Figure 1. Clock distribution (run 1).
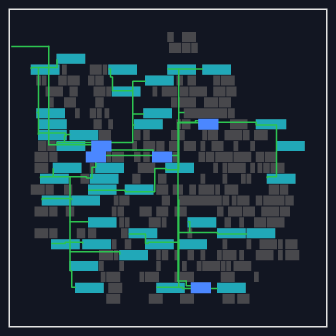
Figure 2. M3 wires (run 1).
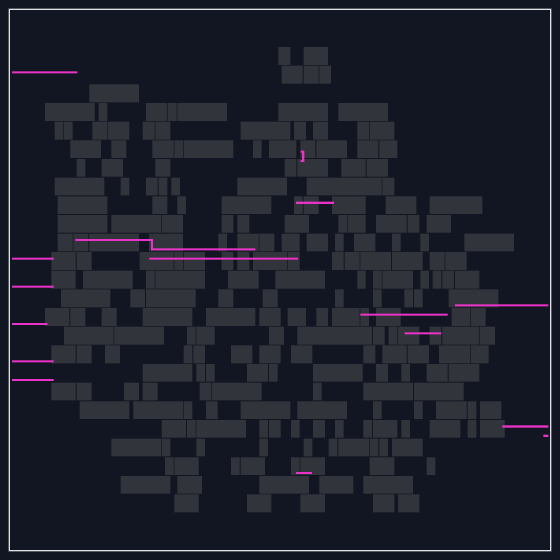
Figure 3. Gate families picked out (run 1).
The bar under the picture is 20 µm long.
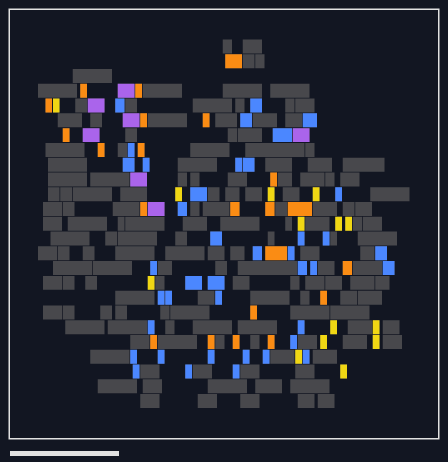
`config.mk`:
```
export PLATFORM = sky130hd
export DESIGN_NAME = keypad_scan_ctrl
export DESIGN_NICKNAME = d
export VERILOG_FILES = /design/src/rtl/keypad_scan_ctrl.sv
export SDC_FILE = /design/constraint.sdc
export NUM_CORES = 1
export LEC_CHECK = 0
export CORE_MARGIN = 5
export CORE_UTILIZATION = 40
export CTS_BUF_LIST = sky130_fd_sc_hd__clkbuf_4 sky130_fd_sc_hd__clkbuf_8 sky130_fd_sc_hd__clkbuf_16
export CTS_CLUSTER_DIAMETER = 200
export DETAILED_ROUTE_END_ITERATION = 16
export GPL_ROUTABILITY_DRIVEN = 0
export GPL_TIMING_DRIVEN = 0
export PLACE_DENSITY = 0.59
export SLEW_MARGIN = 30
export SYNTH_ARGS = -nofsm -noshare
export SYNTH_HDL_FRONTEND = slang
export SYNTH_SLANG_ARGS = --single-unit
```
`constraint.sdc`:
```
create_clock -name clock -period 2.2 [get_ports clock]
set_input_delay 0.44 -clock clock [delete_from_list [all_inputs] [get_ports clock]]
set_output_delay 0.44 -clock clock [all_outputs]
set_load 0.05 [all_outputs]
```
`src/rtl/keypad_scan_ctrl.sv`:
```
// 4x4 active-low keypad scanner with debounce, one key_in strobe per press, and a debounced clear button.
// Optional build macro KEYPAD_LONGCLR_EN: holding a key for LONG_CYCLES clocks after key_in emits one clear.
module keypad_scan_ctrl #(
  parameter int SCAN_DIV    = 16,
  parameter int DEBOUNCE    = 4,
  parameter int LONG_CYCLES = 50000000
) (
  input  logic       clock,
  input  logic       reset,
  input  logic [3:0] row_in,
  input  logic       clr_btn,
  output logic [3:0] col_out,
  output logic       key_in,
  output logic [3:0] key_val,
  output logic       clear,
  output logic       key_held
);

  localparam int DW = $clog2(SCAN_DIV);
  localparam int CW = $clog2(DEBOUNCE + 1);
  localparam int KW = $clog2(DEBOUNCE * SCAN_DIV);
  localparam logic [DW-1:0] DIV_LAST = DW'(SCAN_DIV - 1);
  localparam logic [CW-1:0] CNT_MAX  = CW'(DEBOUNCE);
  localparam logic [KW-1:0] CLR_LAST = KW'(DEBOUNCE * SCAN_DIV - 1);

  typedef enum logic [1:0] {ST_SCAN, ST_DEB, ST_PRESSED, ST_HOLD} state_t;

  state_t        state_q, state_d;
  logic [1:0]    col_idx_q, col_idx_d;
  logic [DW-1:0] div_q, div_d;
  logic [CW-1:0] cnt_q, cnt_d, rcnt_q, rcnt_d;
  logic [3:0]    code_q, code_d, key_val_q, key_val_d;
  logic [3:0]    row_s1_q, row_s2_q;
  logic          clr_s1_q, clr_s2_q;
  logic          clr_db_q, clr_db_d;
  logic [KW-1:0] clr_cnt_q, clr_cnt_d;
  logic          clear_q, clear_d;
  logic          sample, any_low, clr_rise, long_fire;
  logic [1:0]    low_idx;

  assign sample  = (div_q == DIV_LAST);
  assign any_low = ~&row_s2_q;

  // Lowest pressed row wins when several keys share a column.
  always_comb begin
    low_idx = 2'd0;
    for (int i = 3; i >= 0; i--)
      if (!row_s2_q[i]) low_idx = 2'(i);
  end

  always_comb begin
    state_d   = state_q;
    col_idx_d = col_idx_q;
    div_d     = sample ? '0 : div_q + 1'b1;
    cnt_d     = cnt_q;
    rcnt_d    = rcnt_q;
    code_d    = code_q;
    key_val_d = key_val_q;
    case (state_q)
      ST_SCAN: if (sample) begin
        if (any_low) begin
          code_d = {low_idx, col_idx_q};
          cnt_d  = CW'(1);
          if (DEBOUNCE == 1) begin
            state_d   = ST_PRESSED;
            key_val_d = {low_idx, col_idx_q};
          end else begin
            state_d = ST_DEB;
          end
        end else begin
          col_idx_d = col_idx_q + 2'd1;
        end
      end
      ST_DEB: if (sample) begin
        if (any_low && low_idx == code_q[3:2]) begin
          cnt_d = cnt_q + 1'b1;
          if (cnt_d == CNT_MAX) begin
            state_d   = ST_PRESSED;
            key_val_d = code_q;
          end
        end else begin
          state_d   = ST_SCAN;
          col_idx_d = col_idx_q + 2'd1;
        end
      end
      // A clear landing on this cycle wins; the strobe slips one clock.
      ST_PRESSED: if (!clear_q) begin
        state_d = ST_HOLD;
        rcnt_d  = '0;
      end
      ST_HOLD: if (sample) begin
        if (any_low) begin
          rcnt_d = '0;
        end else begin
          rcnt_d = rcnt_q + 1'b1;
          if (rcnt_d == CNT_MAX) begin
            state_d   = ST_SCAN;
            col_idx_d = col_idx_q + 2'd1;
          end
        end
      end
      default: state_d = ST_SCAN;
    endcase
  end

  always_comb begin
    clr_db_d  = clr_db_q;
    clr_cnt_d = '0;
    clr_rise  = 1'b0;
    if (clr_s2_q != clr_db_q) begin
      if (clr_cnt_q == CLR_LAST) begin
        clr_db_d = clr_s2_q;
        clr_rise = clr_s2_q;
      end else begin
        clr_cnt_d = clr_cnt_q + 1'b1;
      end
    end
  end

`ifdef KEYPAD_LONGCLR_EN
  localparam int HW = $clog2(LONG_CYCLES + 1);
  localparam logic [HW-1:0] HOLD_FIRE = HW'(LONG_CYCLES - 1);
  localparam logic [HW-1:0] HOLD_MAX  = HW'(LONG_CYCLES);
  logic [HW-1:0] hold_cnt_q, hold_cnt_d;

  // hold_cnt equals clocks elapsed since key_in; saturates so it fires once per press.
  always_comb begin
    hold_cnt_d = hold_cnt_q;
    long_fire  = 1'b0;
    if (state_q == ST_PRESSED) begin
      hold_cnt_d = HW'(1);
    end else if (state_q == ST_HOLD && hold_cnt_q != HOLD_MAX) begin
      hold_cnt_d = hold_cnt_q + 1'b1;
      long_fire  = (hold_cnt_q == HOLD_FIRE);
    end
  end

  always_ff @(posedge clock)
    if (!reset) hold_cnt_q <= '0;
    else        hold_cnt_q <= hold_cnt_d;
`else
  assign long_fire = 1'b0;
`endif

  assign clear_d = clr_rise | long_fire;

  always_ff @(posedge clock) begin
    if (!reset) begin
      state_q   <= ST_SCAN;
      col_idx_q <= '0;
      div_q     <= '0;
      cnt_q     <= '0;
      rcnt_q    <= '0;
      code_q    <= '0;
      key_val_q <= '0;
      row_s1_q  <= '0;
      row_s2_q  <= '0;
      clr_s1_q  <= 1'b0;
      clr_s2_q  <= 1'b0;
      clr_db_q  <= 1'b0;
      clr_cnt_q <= '0;
      clear_q   <= 1'b0;
    end else begin
      state_q   <= state_d;
      col_idx_q <= col_idx_d;
      div_q     <= div_d;
      cnt_q     <= cnt_d;
      rcnt_q    <= rcnt_d;
      code_q    <= code_d;
      key_val_q <= key_val_d;
      row_s1_q  <= row_in;
      row_s2_q  <= row_s1_q;
      clr_s1_q  <= clr_btn;
      clr_s2_q  <= clr_s1_q;
      clr_db_q  <= clr_db_d;
      clr_cnt_q <= clr_cnt_d;
      clear_q   <= clear_d;
    end
  end

  assign col_out  = ~(4'b0001 << col_idx_q);
  assign key_in   = (state_q == ST_PRESSED) && !clear_q;
  assign key_held = key_in || (state_q == ST_HOLD);
  assign key_val  = key_val_q;
  assign clear    = clear_q;

endmodule
```
==> README.md, run 1 <==
| Quantity | Reported |
|---|---|
| Die X-Extent | 78.80 µm |
| Share of the synthesized netlist area taken by xor and xnor gates | 0.03239 |
| MaxCap Viol Count | 0 |
| Internal Power | 0.001231 W |
| Part of the cycle the worst path needs | 0.9507 |
| Post-cts hold buffer count | 0 |
| Maximum number of pins on one net before global-route repair | 13 |
| Result of the run | finished, final reports clean |
| All-layer global routing usage | 0.1120 |
| Number of failing hold endpoints at the final stage | 0 |
| Internal reg-to-reg setup slack | 0.37 ns |
| Placement row count | 25 |
| Top cells by area in the synthesized netlist | dfxtp_1, ha_1, mux2i_1 |
| Most common cell after layout, fill and taps aside | dfxtp_1 |
| Clock power frac | 0.446 |
| Die Height | 78.80 µm |
| Startpoint Class | register |
| Routed metal-1 wire length | 1670 µm |
| Gate count after technology mapping | 208 |
| Sequential logic power | 0.000756 W |
| Warnings from Yosys | 0 |
| Slowest stage delay, CP | 0.38 ns |
| Most frequent cells after synthesis | dfxtp_1, nand2_1, nor2_1, ha_1, inv_1 |
## Picture notes: Figure 1
Key: blue = clock-net drivers [count 5]; green = clock wires [length 493 µm]; cyan = flip-flops [count 40]
There are 6 routed clock nets.

## Picture notes: Figure 2
The layer holds 4.2% of the routed length. The wires run mostly horizontal. The longest straight run is 21.4 µm. 13 nets have wire on it.

## Picture notes: Figure 3
Key: purple = xor and xnor cells [cells 7]; blue = nand cells [cells 40]; yellow = inv cells [cells 14]; orange = nor cells [cells 22]

-- run 1: through the flow --
stage	power, W	cells	cell area [µm²]	setup slack, ns	hold WS (ns)
2_1_floorplan	0.0008420	208	1896	0.2777	0.4109
3_3_place_gp	0.0008732	279	2133	-0.1399	0.4150
3_5_place_dp	0.0008741	279	2133	-0.1525	0.4200
4_1_cts	0.001571	286	2256	-0.1860	0.4380
5_1_grt	0.001613	286	2250	0.01093	0.4529
6_report	0.001548	286	2250	0.1084	0.4359
-- run 1: area by class of cell --
class / instances / area [µm²]
Fill cell: 460 / 2411
Multi-Input combinational cell: 147 / 1007
Sequential cell: 40 / 802.0
Timing Repair Buffer: 17 / 156.4
Clock buffer: 5 / 68.82
Tap cell: 54 / 67.56
Clock inverter: 2 / 60.06
Inverter: 14 / 52.55
Buffer: 7 / 35.03
==> run 1 -> run 2 <==
--- a/config.mk
+++ b/config.mk
@@ -10,7 +10,6 @@
 export CTS_BUF_LIST = sky130_fd_sc_hd__clkbuf_4 sky130_fd_sc_hd__clkbuf_8 sky130_fd_sc_hd__clkbuf_16
 export CTS_CLUSTER_DIAMETER = 200
 export DETAILED_ROUTE_END_ITERATION = 16
-export GPL_ROUTABILITY_DRIVEN = 0
 export GPL_TIMING_DRIVEN = 0
 export PLACE_DENSITY = 0.59
 export SLEW_MARGIN = 30
Figure 4. Routing congestion (run 2).
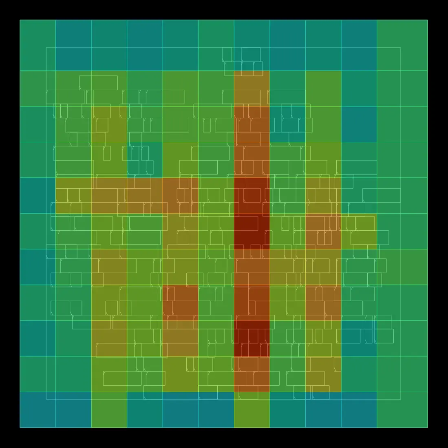
met1 track utilization from global routing: 0.1442
most crowded layer after global routing: met2

==> run 2 against run 1 <==
Against the previous run: global-route usage did not move; non-clock buffer count did not move; clock power barely moved; combinational power barely moved; critical endpoint unchanged.
==> README.md, run 2 <==
| Quantity | Reported | vs previous |
|---|---|---|
| MaxCap Viol Count | 0 | unchanged |
| Share of the synthesized netlist area taken by xor and xnor gates | 0.03239 | unchanged |
| Start point of the worst min-delay path | row_s1_q[2]$_SDFF_PN0_ |  |
| Part of the cycle the worst path needs | 0.9507 | unchanged |
| Post-cts hold buffer count | 0 | unchanged |
| Number of antenna violations at the first check in global routing | 0 |  |
| Number of failing hold endpoints at the final stage | 0 | unchanged |
| Most instantiated library cell after synthesis | dfxtp_1 |  |
| Most common cell after layout, fill and taps aside | dfxtp_1 |  |
| Number of standard cells in the layout, taps in and fillers out | 286 | unchanged |
| Die X-Extent | 78.80 µm | unchanged |
| Uppermost routed layer | met4 |  |
| Overall power consumption | 0.001548 W | unchanged |
| Dpl ws | -0.1525 ns | unchanged |
| Share of post-route cells with drive strength above 1 | 0.1121 |  |
| Sequential logic power | 0.000756 W | about the same |
| Most frequent cells after synthesis | dfxtp_1, nand2_1, nor2_1, ha_1, inv_1 |  |
| Part of the total power dissipated in sequential elements | 0.489 |  |
| Number of cells in the yosys synthesis report | 208 |  |
| Result of the run | finished, final reports clean |  |
| Worst setup slack after layout | 0.1084 ns | unchanged |
| Slowest stage delay, CP | 0.38 ns | about the same |
| Maximum number of pins on one net before global-route repair | 13 | unchanged |
| Unrepaired setup endpoints after global routing | false |  |
| Net count entering floorplan | 229 |  |
| Routed metal-1 wire length | 1670 µm | unchanged |
| Share of cell area taken by muxes after synthesis | 0.05354 |  |
| # placed instances | 279 | unchanged |
| Startpoint Class | register |  |
| Internal Power | 0.001231 W | unchanged |
| Internal reg-to-reg setup slack | 0.37 ns | about the same |
| Top cells by area in the synthesized netlist | dfxtp_1, ha_1, mux2i_1 |  |
| Post-place instance area | 0.002133 mm² | unchanged |
| Placement row count | 25 | unchanged |
| Global-route wire length before repair | 5457 µm |  |
| Final instance area | 0.002250 mm² | unchanged |
| All-layer global routing usage | 0.1120 | unchanged |
| Reg clk slew, reported paths | 0.08 ns |  |
| Share of the core filled by cells before placement | 0.4062 |  |
| Group with the largest share of power | registers |  |
| Clock power frac | 0.446 | about the same |
| Gate count after technology mapping | 208 | unchanged |
| Worst hold slack after final layout | 0.4359 ns | unchanged |
Figure 5. M3 wires (run 2).
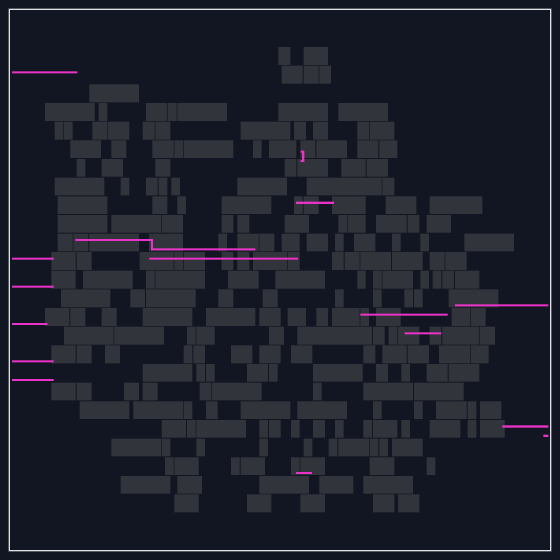
The layer holds 4.2% of the routed length. The layer carries 133 µm of wire.

[run 2: worst max path at each step]
stage | end | slack [ns]
3_3_place_gp | key_held | -0.14
4_1_cts | key_held | -0.19
5_1_grt | key_held | 0.01
2_1_floorplan | key_held | 0.28
6_report | key_held | 0.11
3_5_place_dp | key_held | -0.15
[run 2: worst max-delay path, delay by kind of cell, from the launching register on]
kind | cells | cell delay [ns]
buffers and inverters | 2 | 0.28
AND/OR/NAND/NOR | 2 | 0.43
flip-flops | 1 | 0.38
adder cells (fa/ha/maj) | 1 | 0.26
[run 2: area by class of cell]
class / count / area [µm²]
buffer: 7 / 35.03
clock buffer: 5 / 68.82
clock inverter: 2 / 60.06
fill: 460 / 2411
inverter: 14 / 52.55
multi-input combinational: 147 / 1007
sequential: 40 / 802.0
tap: 54 / 67.56
timing repair buffer: 17 / 156.4
Figure 6. Gate families picked out (run 2).
The bar under the picture is 20 µm long.
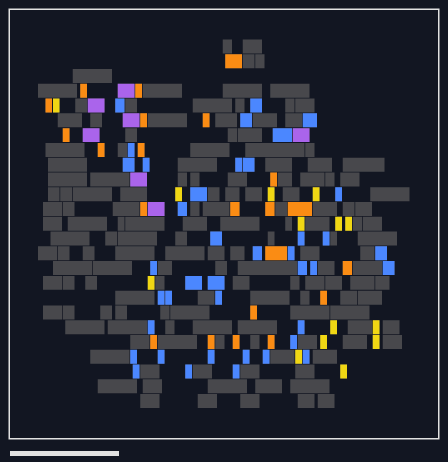

==> run 2 -> run 3 <==
--- a/config.mk
+++ b/config.mk
@@ -12,7 +12,7 @@
 export DETAILED_ROUTE_END_ITERATION = 16
 export GPL_TIMING_DRIVEN = 0
 export PLACE_DENSITY = 0.59
-export SLEW_MARGIN = 30
+export RECOVER_POWER = 100
 export SYNTH_ARGS = -nofsm -noshare
 export SYNTH_HDL_FRONTEND = slang
 export SYNTH_SLANG_ARGS = --single-unit
Figure 7. Gate families picked out (run 3).
The bar under the picture is 20 µm long.
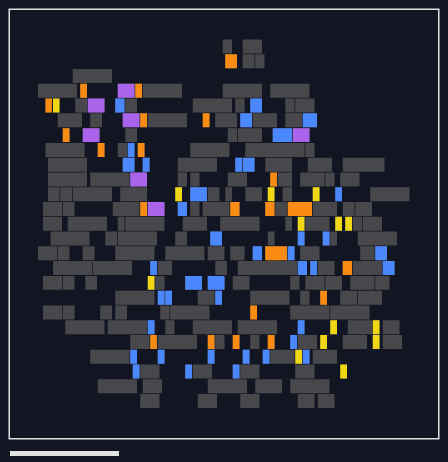
Key: purple = xor and xnor cells [cells 7]; orange = nor cells [cells 22]; blue = nand cells [cells 40]; yellow = inv cells [cells 14]

==> run 3 against run 2 <==
Against the previous run: design area is 0.44% lower; register-to-register slack worse by 0.14 ns; wire length is 0.38% higher; total power is 0.19% lower; sequential power hardly changed.
==> README.md, run 3 <==
| Quantity | Reported | vs previous |
|---|---|---|
| Group with the largest share of power | registers |  |
| Clock power frac | 0.446 | about the same |
| Global-route wire length before repair | 5457 µm | unchanged |
| Part of the cycle the worst path needs | 0.9497 | -0.001038 |
| Area occupied by registers | 802.0 µm² | unchanged |
| Count of multi-input gates | 147 | unchanged |
| Number of antenna violations at the first check in global routing | 0 | unchanged |
| Crit-path leading delay family | buffers and inverters |  |
| Clk_buf instances | 5 | unchanged |
| Number of filler instances in the final layout | 461 | +0.22% |
| Met1 track utilization from global routing | 0.1442 | unchanged |
| Routed metal-1 wire length | 1681 µm | +0.66% |
| Seq area share | 0.3581 | +0.001593 |
| WP buf/inv | 2 | unchanged |
| Non-clock inverters | 14 | unchanged |
| Number of cells in the yosys synthesis report | 208 | unchanged |
| Top cells by area in the synthesized netlist | dfxtp_1, ha_1, mux2i_1 |  |
| Result of the run | finished, final reports clean |  |
| Net count entering floorplan | 229 | unchanged |
| Most common cell after layout, fill and taps aside | dfxtp_1 |  |
| Dpl ws | -0.1525 ns | unchanged |
| Comb area share | 0.4469 | -0.0007940 |
| Internal Power | 0.001230 W | about the same |
| # placed instances | 279 | unchanged |
| Uppermost routed layer | met4 |  |
| Part of the total power dissipated in sequential elements | 0.490 | about the same |
| Reg clk slew, reported paths | 0.07 ns | about the same |
| Number of standard cells in the layout, taps in and fillers out | 286 | unchanged |
| Share of post-route cells with drive strength above 1 | 0.09914 | -0.01293 |
| Overall power consumption | 0.001545 W | -0.19% |
Figure 8. M3 wires (run 3).
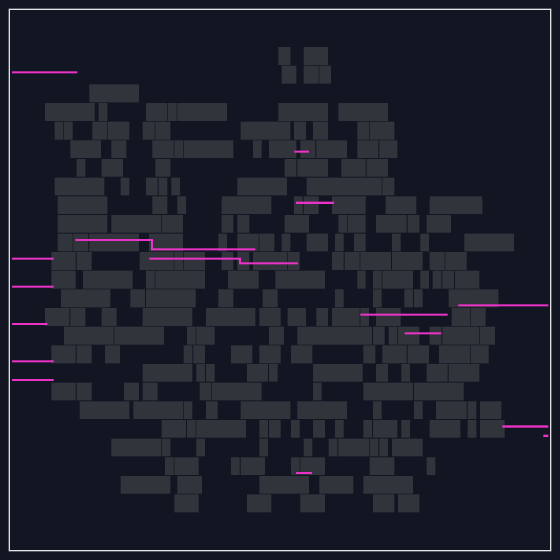
The layer carries 133 µm of wire. The longest straight run is 14.9 µm. The layer holds 4.2% of the routed length. 13 nets have wire on it. The wires run mostly horizontal.

run 3: cell counts after synthesis:
No cell type changed its count.
run 3: path summary, 6_finish.rpt:
check / from / to / slack, ns / cells after the start
hold reg to reg: row_s1_q[1]$_SDFF_PN0_ / row_s2_q[1]$_SDFF_PN0_ / 0.44 / 1
setup reg to reg: div_q[0]$_SDFF_PP0_ / register / 0.23 / 7
setup / recovery: col_idx_q[0]$_SDFFE_PN0P_ / col_out[3] / 0.11 / 3
hold / removal: row_s1_q[1]$_SDFF_PN0_ / row_s2_q[1]$_SDFF_PN0_ / 0.44 / 1
run 3: kinds of logic (layout without fill, tap and decap cells):
group / after synthesis / count (layout)
buf+inv: 21 / 45
xor+xnor: 7 / 7
mux: 10 / 10
compound gates: 33 / 33
flops: 40 / 40
simple gates: 83 / 83
fa+ha+maj: 14 / 14
Power figures rest on the tool's default switching activity, not on a simulated workload.
